## src/rtl/d_pop_arbiter.sv

```systemverilog
// d_pop_arbiter: merges two first-word-fall-through FIFOs into one registered
// output stream. Round-robin between the two sources, with one output holding
// register (EMPTY/FULL). The register loads a new word in the same cycle it
// delivers the old one. Also checks each word's route bit and counts
// delivered words per source, saturating at all-ones.
module d_pop_arbiter #(
  parameter int DATA_WIDTH = 6,
  parameter int CNT_WIDTH  = 8
) (
  input  logic                  clk,
  input  logic                  reset,
  input  logic                  enable,
  input  logic [DATA_WIDTH-1:0] data_out_D0,
  input  logic [DATA_WIDTH-1:0] data_out_D1,
  input  logic                  empty_fifo_D0,
  input  logic                  empty_fifo_D1,
  input  logic                  out_ready,
  output logic                  D0_pop,
  output logic                  D1_pop,
  output logic [DATA_WIDTH-1:0] data_out,
  output logic                  valid_out,
  output logic                  src_out,
  output logic                  error_route,
  output logic [CNT_WIDTH-1:0]  count_D0,
  output logic [CNT_WIDTH-1:0]  count_D1
);

  typedef enum logic {
    ST_EMPTY = 1'b0,
    ST_FULL  = 1'b1
  } state_t;

  localparam logic [CNT_WIDTH-1:0] CNT_MAX = {CNT_WIDTH{1'b1}};
  localparam logic [CNT_WIDTH-1:0] CNT_ONE = {{(CNT_WIDTH-1){1'b0}}, 1'b1};

  state_t                  state_q;
  logic [DATA_WIDTH-1:0]   data_q;
  logic                    src_q;
  logic                    last_q;
  logic                    err_q;
  logic [CNT_WIDTH-1:0]    cnt0_q;
  logic [CNT_WIDTH-1:0]    cnt1_q;

  logic                    cand0_s;
  logic                    cand1_s;
  logic                    can_load_s;
  logic                    pop_en_s;
  logic                    pick_s;
  logic [DATA_WIDTH-1:0]   word_s;
  logic                    misroute_s;
  logic                    deliver_s;
  logic [CNT_WIDTH-1:0]    cnt0_d;
  logic [CNT_WIDTH-1:0]    cnt1_d;

  assign valid_out   = (state_q == ST_FULL);
  assign data_out    = data_q;
  assign src_out     = src_q;
  assign error_route = err_q;
  assign count_D0    = cnt0_q;
  assign count_D1    = cnt1_q;

  // Arbitration: choose a source, decide whether to pop, and run the route check.
  always_comb begin
    cand0_s    = ~empty_fifo_D0;
    cand1_s    = ~empty_fifo_D1;
    can_load_s = (state_q == ST_EMPTY) || (valid_out && out_ready);
    pop_en_s   = enable && can_load_s && !reset && (cand0_s || cand1_s);
    if (cand0_s && cand1_s) begin
      pick_s = ~last_q;          // alternate against the last served source
    end else if (cand1_s) begin
      pick_s = 1'b1;
    end else begin
      pick_s = 1'b0;
    end
    word_s     = pick_s ? data_out_D1 : data_out_D0;
    misroute_s = (word_s[DATA_WIDTH-1] != pick_s);
    D0_pop     = pop_en_s && !pick_s;
    D1_pop     = pop_en_s && pick_s;
  end

  // Delivery detection and saturating next values for the per-source counters.
  always_comb begin
    deliver_s = valid_out && out_ready;
    cnt0_d    = cnt0_q;
    cnt1_d    = cnt1_q;
    if (deliver_s && !src_q) begin
      cnt0_d = (cnt0_q == CNT_MAX) ? cnt0_q : (cnt0_q + CNT_ONE);
    end else if (deliver_s && src_q) begin
      cnt1_d = (cnt1_q == CNT_MAX) ? cnt1_q : (cnt1_q + CNT_ONE);
    end else begin
      cnt0_d = cnt0_q;
      cnt1_d = cnt1_q;
    end
  end

  // Output register FSM plus the holding register, sticky error flag and counters.
  always_ff @(posedge clk or posedge reset) begin
    if (reset) begin
      state_q <= ST_EMPTY;
      data_q  <= {DATA_WIDTH{1'b0}};
      src_q   <= 1'b0;
      last_q  <= 1'b1;               // makes D0 win the first tie
      err_q   <= 1'b0;
      cnt0_q  <= {CNT_WIDTH{1'b0}};
      cnt1_q  <= {CNT_WIDTH{1'b0}};
    end else begin
      cnt0_q <= cnt0_d;
      cnt1_q <= cnt1_d;
      case (state_q)
        ST_EMPTY: begin
          if (pop_en_s) begin
            state_q <= ST_FULL;
          end else begin
            state_q <= ST_EMPTY;
          end
        end
        ST_FULL: begin
          if (pop_en_s) begin
            state_q <= ST_FULL;      // deliver and reload in the same cycle
          end else if (out_ready) begin
            state_q <= ST_EMPTY;
          end else begin
            state_q <= ST_FULL;
          end
        end
        default: state_q <= ST_EMPTY;
      endcase
      if (pop_en_s) begin
        data_q <= word_s;            // misrouted words are forwarded unchanged
        src_q  <= pick_s;
        last_q <= pick_s;
        if (misroute_s) begin
          err_q <= 1'b1;
        end
      end
    end
  end

endmodule

```

## config.mk

```make
export PLATFORM = sky130hd
export DESIGN_NAME = d_pop_arbiter
export DESIGN_NICKNAME = d
export VERILOG_FILES = /design/src/rtl/d_pop_arbiter.sv
export SDC_FILE = /design/constraint.sdc
export NUM_CORES = 1
export LEC_CHECK = 0
export CORE_ASPECT_RATIO = 0.8
export CORE_UTILIZATION = 47
export DETAILED_ROUTE_END_ITERATION = 16
export PLACE_DENSITY = 0.83
export SETUP_SLACK_MARGIN = 0.05
export SKIP_LAST_GASP = 1
export SYNTH_ARGS = -nofsm -noshare
export SYNTH_HDL_FRONTEND = slang
export SYNTH_SLANG_ARGS = --single-unit
```

## constraint.sdc

```tcl
create_clock -name clk -period 3.8 [get_ports clk]
set_clock_uncertainty 0.1 [all_clocks]
set_input_delay 0.57 -clock clk [delete_from_list [all_inputs] [get_ports clk]]
set_output_delay 0.57 -clock clk [all_outputs]
set_load 0.02 [all_outputs]
```

Fig. 1: register map, names as in the netlist
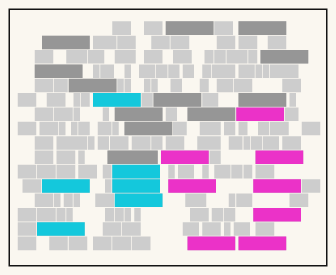
Magenta is count_D1, flops 8. Cyan is data_out, flops 6.
Another 12 sequential cells are not coloured.

Fig. 2: wires at chosen ports, followed through buffers
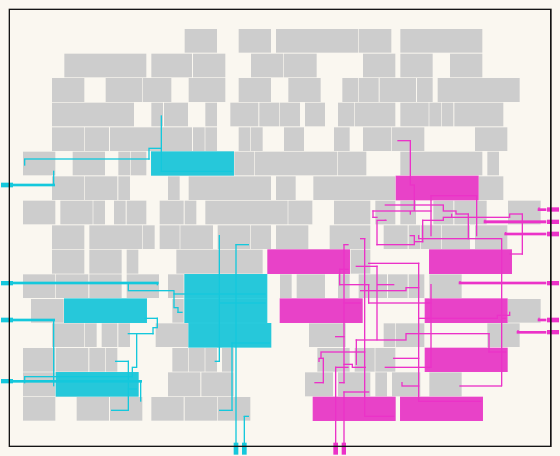
Magenta is count_D1, direction output, end cells 8, buffers 8, wire 318 um. Cyan is data_out, direction output, end cells 6, buffers 6, wire 193 um.
number of buffers added on ports: 44
IO Pins: 45

Fig. 3: metal 3
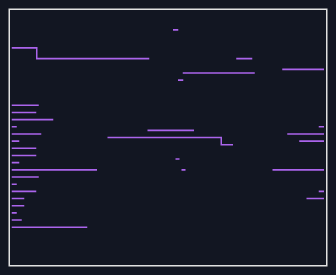
The layer carries 192 um of wire. The wires run mostly horizontal. 31 nets have wire on it. The layer holds 6.7% of the routed length. The longest straight run is 21.4 um.
final WL: 2.84 mm
GRT met3 Usage: 0.0775
via count: 1049

Fig. 4: placement view
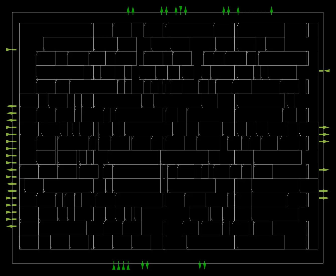
Cell Rows: 16
core region area: 2500 um2
final instance count without filler cells: 200
share of the core filled with cells: 0.710

## layer usage
metal / part of all wire / vias to the layer above / track usage
li1: - / 508 / -
met1: 0.43 / 498 / 0.283
met2: 0.48 / 37 / 0.370
met3: 0.067 / 6 / 0.0775
met4: 0.019 / 0 / 0.0504
met5: 0 / - / 0
## power by group through the flow
stage	clock [mW]	sequential [mW]	combinational, mW
2_1_floorplan	0	0.454	0.0961
3_3_place_gp	0	0.395	0.301
3_5_place_dp	0	0.397	0.310
4_1_cts	0.123	0.393	0.311
5_1_grt	0.140	0.404	0.334
6_report	0.119	0.392	0.308
## layout make-up
cell class                      instances  share of cell area
Sequential cell                        26               0.367
Multi-Input combinational cell         82               0.323
Timing Repair Buffer                   46               0.257
Tap cell                               36              0.0254
Clock buffer                            4              0.0148
Inverter                                6              0.0127
## logic make-up after synthesis
kind of cell / after synthesis / share of synthesized area
xor+xnor: 6 / 0.0417
mux: 13 / 0.110
flops: 26 / 0.517
fa+ha+maj: 2 / 0.0199
simple gates: 42 / 0.178
compound gates: 19 / 0.106
buf+inv: 8 / 0.0268
## through the flow
stage / instances / total power [mW] / utilization
finish: 200 / 0.819 / 0.710
global placement: 196 / 0.696 / 0.699
CTS: 200 / 0.826 / 0.710
detailed placement: 196 / 0.707 / 0.699
floorplan: 116 / 0.550 / -
global route: 200 / 0.878 / 0.710
## cell usage in the layout (no fill, tap or decap), drive strengths merged, types with 5 or more instances in the layout
cell / count
mux2i: 9
a31oi: 5
o21ai: 7
nand2: 18
xnor2: 5
dfrtp: 25
nand4: 6
clkdlybuf4s50: 44
inv: 6
## flip-flops by register name, summed over array words and instances, names as in the netlist
signal,count
count_D0,8
count_D1,8
data_out,6
error_route,1
last_q,1
src_out,1
valid_out,1
## how the worst min path moves through the flow
stage                     start           to  slack [ns]  cells after the start
finish              error_route  error_route        0.40                      1
global route        data_out[1]  data_out[1]        0.44                      2
CTS                 error_route  error_route        0.40                      1
detailed placement  error_route  error_route        0.36                      1
global placement    data_out[0]  data_out[0]        0.37                      2
floorplan                last_q       last_q        0.36                      2
## worst max-delay path: stages
cell	delay, ns
sky130_fd_sc_hd__clkdlybuf4s50_1	0.50
sky130_fd_sc_hd__nand2b_1	0.15
sky130_fd_sc_hd__nand4_1	0.19
sky130_fd_sc_hd__buf_4	0.23
sky130_fd_sc_hd__nor2_1	0.10
sky130_fd_sc_hd__clkdlybuf4s50_1	0.61
==> tab_implementation.tex <==
% Implementation results table
\begin{tabular}{lr}
\hline
Metric & Value \\
\hline
\multicolumn{2}{l}{\textbf{Place}} \\
HPWL after DPL & roughly 2.2 mm \\
Setup slack at placement & approximately 0.79 ns \\
Post-place instance area & roughly 1700 um2 \\
\multicolumn{2}{l}{\textbf{Worst setup path}} \\
Reg-to-reg endpoint & count\_D1[1] \\
Critical path startpoint category & primary input \\
Worst path arrival time & between 2 and 2.5 ns \\
End of the critical path & D0\_pop \\
Origin of the worst setup path & out\_ready \\
Critical path class & in -> out \\
Crit. End Element & output port \\
Maximum fanout along the worst path & 14 \\
\multicolumn{2}{l}{\textbf{Cells and area}} \\
Number of diodes added for antenna fixing & 0 \\
Fill cell instance count of the final layout & 200 \\
Multi-input logic area & between 500 and 600 um2 \\
Seq. cell area & about 650 um2 \\
\multicolumn{2}{l}{\textbf{Power}} \\
Total power divided by cell area & 461 nW/um2 \\
Net switching power & about 0.29 mW \\
Combinational power share & 0.376 \\
Int Pwr & roughly 0.53 mW \\
Register share of total power & 0.479 \\
Clk pwr share & 0.146 \\
Worst IR Drop VDD & between 0.2 and 0.3 mV \\
\multicolumn{2}{l}{\textbf{Synthesis}} \\
Top-area cell share & 0.497 \\
Synthesized instance count & roughly 120 \\
Cell area leaders & sky130\_fd\_sc\_hd\_\_dfrtp\_1 50\%, sky130\_fd\_sc\_hd\_\_mux2i\_1 7.1\%, sky130\_fd\_sc\_hd\_\_nand2\_1 5.4\% \\
Syn nets & 136 \\
Cell total in the yosys stat output & approximately 120 \\
Dominant register cell & sky130\_fd\_sc\_hd\_\_dfrtp\_1 \\
\multicolumn{2}{l}{\textbf{Status}} \\
Outcome & finished clean \\
\multicolumn{2}{l}{\textbf{Global routing}} \\
Largest net degree at the start of global routing & 27 \\
Global-route wire length before repair & roughly 4.8 mm \\
Global router's overall resource usage & 0.225 \\
Overflow after GRT & 0 \\
Via count of the first global-routing pass & about 1000 \\
\multicolumn{2}{l}{\textbf{Final timing}} \\
Worst hold slack & approximately 0.4 ns \\
Least setup slack across all paths after layout & between 0.7 and 0.8 ns \\
Count of endpoints failing setup in the final report & 0 \\
Max-slew violations & 0 \\
Post-layout minimum cycle time & a little over 3 ns \\
Worst slew margin & 0.767 \\
Sum of negative setup slack & 0 ns \\
Peak Freq & 329 MHz \\
Slew of the pin with the lowest slew margin & between 0.3 and 0.4 ns \\
\multicolumn{2}{l}{\textbf{Route}} \\
Residual DRC & 0 \\
Via count normalized by instance count & roughly 5.2 \\
Wirelength per Cell & between 10 and 15 um \\
DRC violation total after the first TritonRoute iteration & approximately 45 \\
\multicolumn{2}{l}{\textbf{CTS}} \\
Post-cts repair resize count & 0 \\
CTS Buf Count & 3 \\
Quantity of hold-fixing buffers added after cts & 0 \\
Root buffer cell & sky130\_fd\_sc\_hd\_\_clkbuf\_4 \\
TritonCTS clock tree & done \\
Number of clock sinks & 26 \\
\multicolumn{2}{l}{\textbf{Floorplanning}} \\
Die outline height & between 40 and 50 um \\
\multicolumn{2}{l}{\textbf{Run}} \\
Max\_cap viols & 0 \\
\hline
\end{tabular}
No activity file was given, so power comes from the tool's default toggle rates.
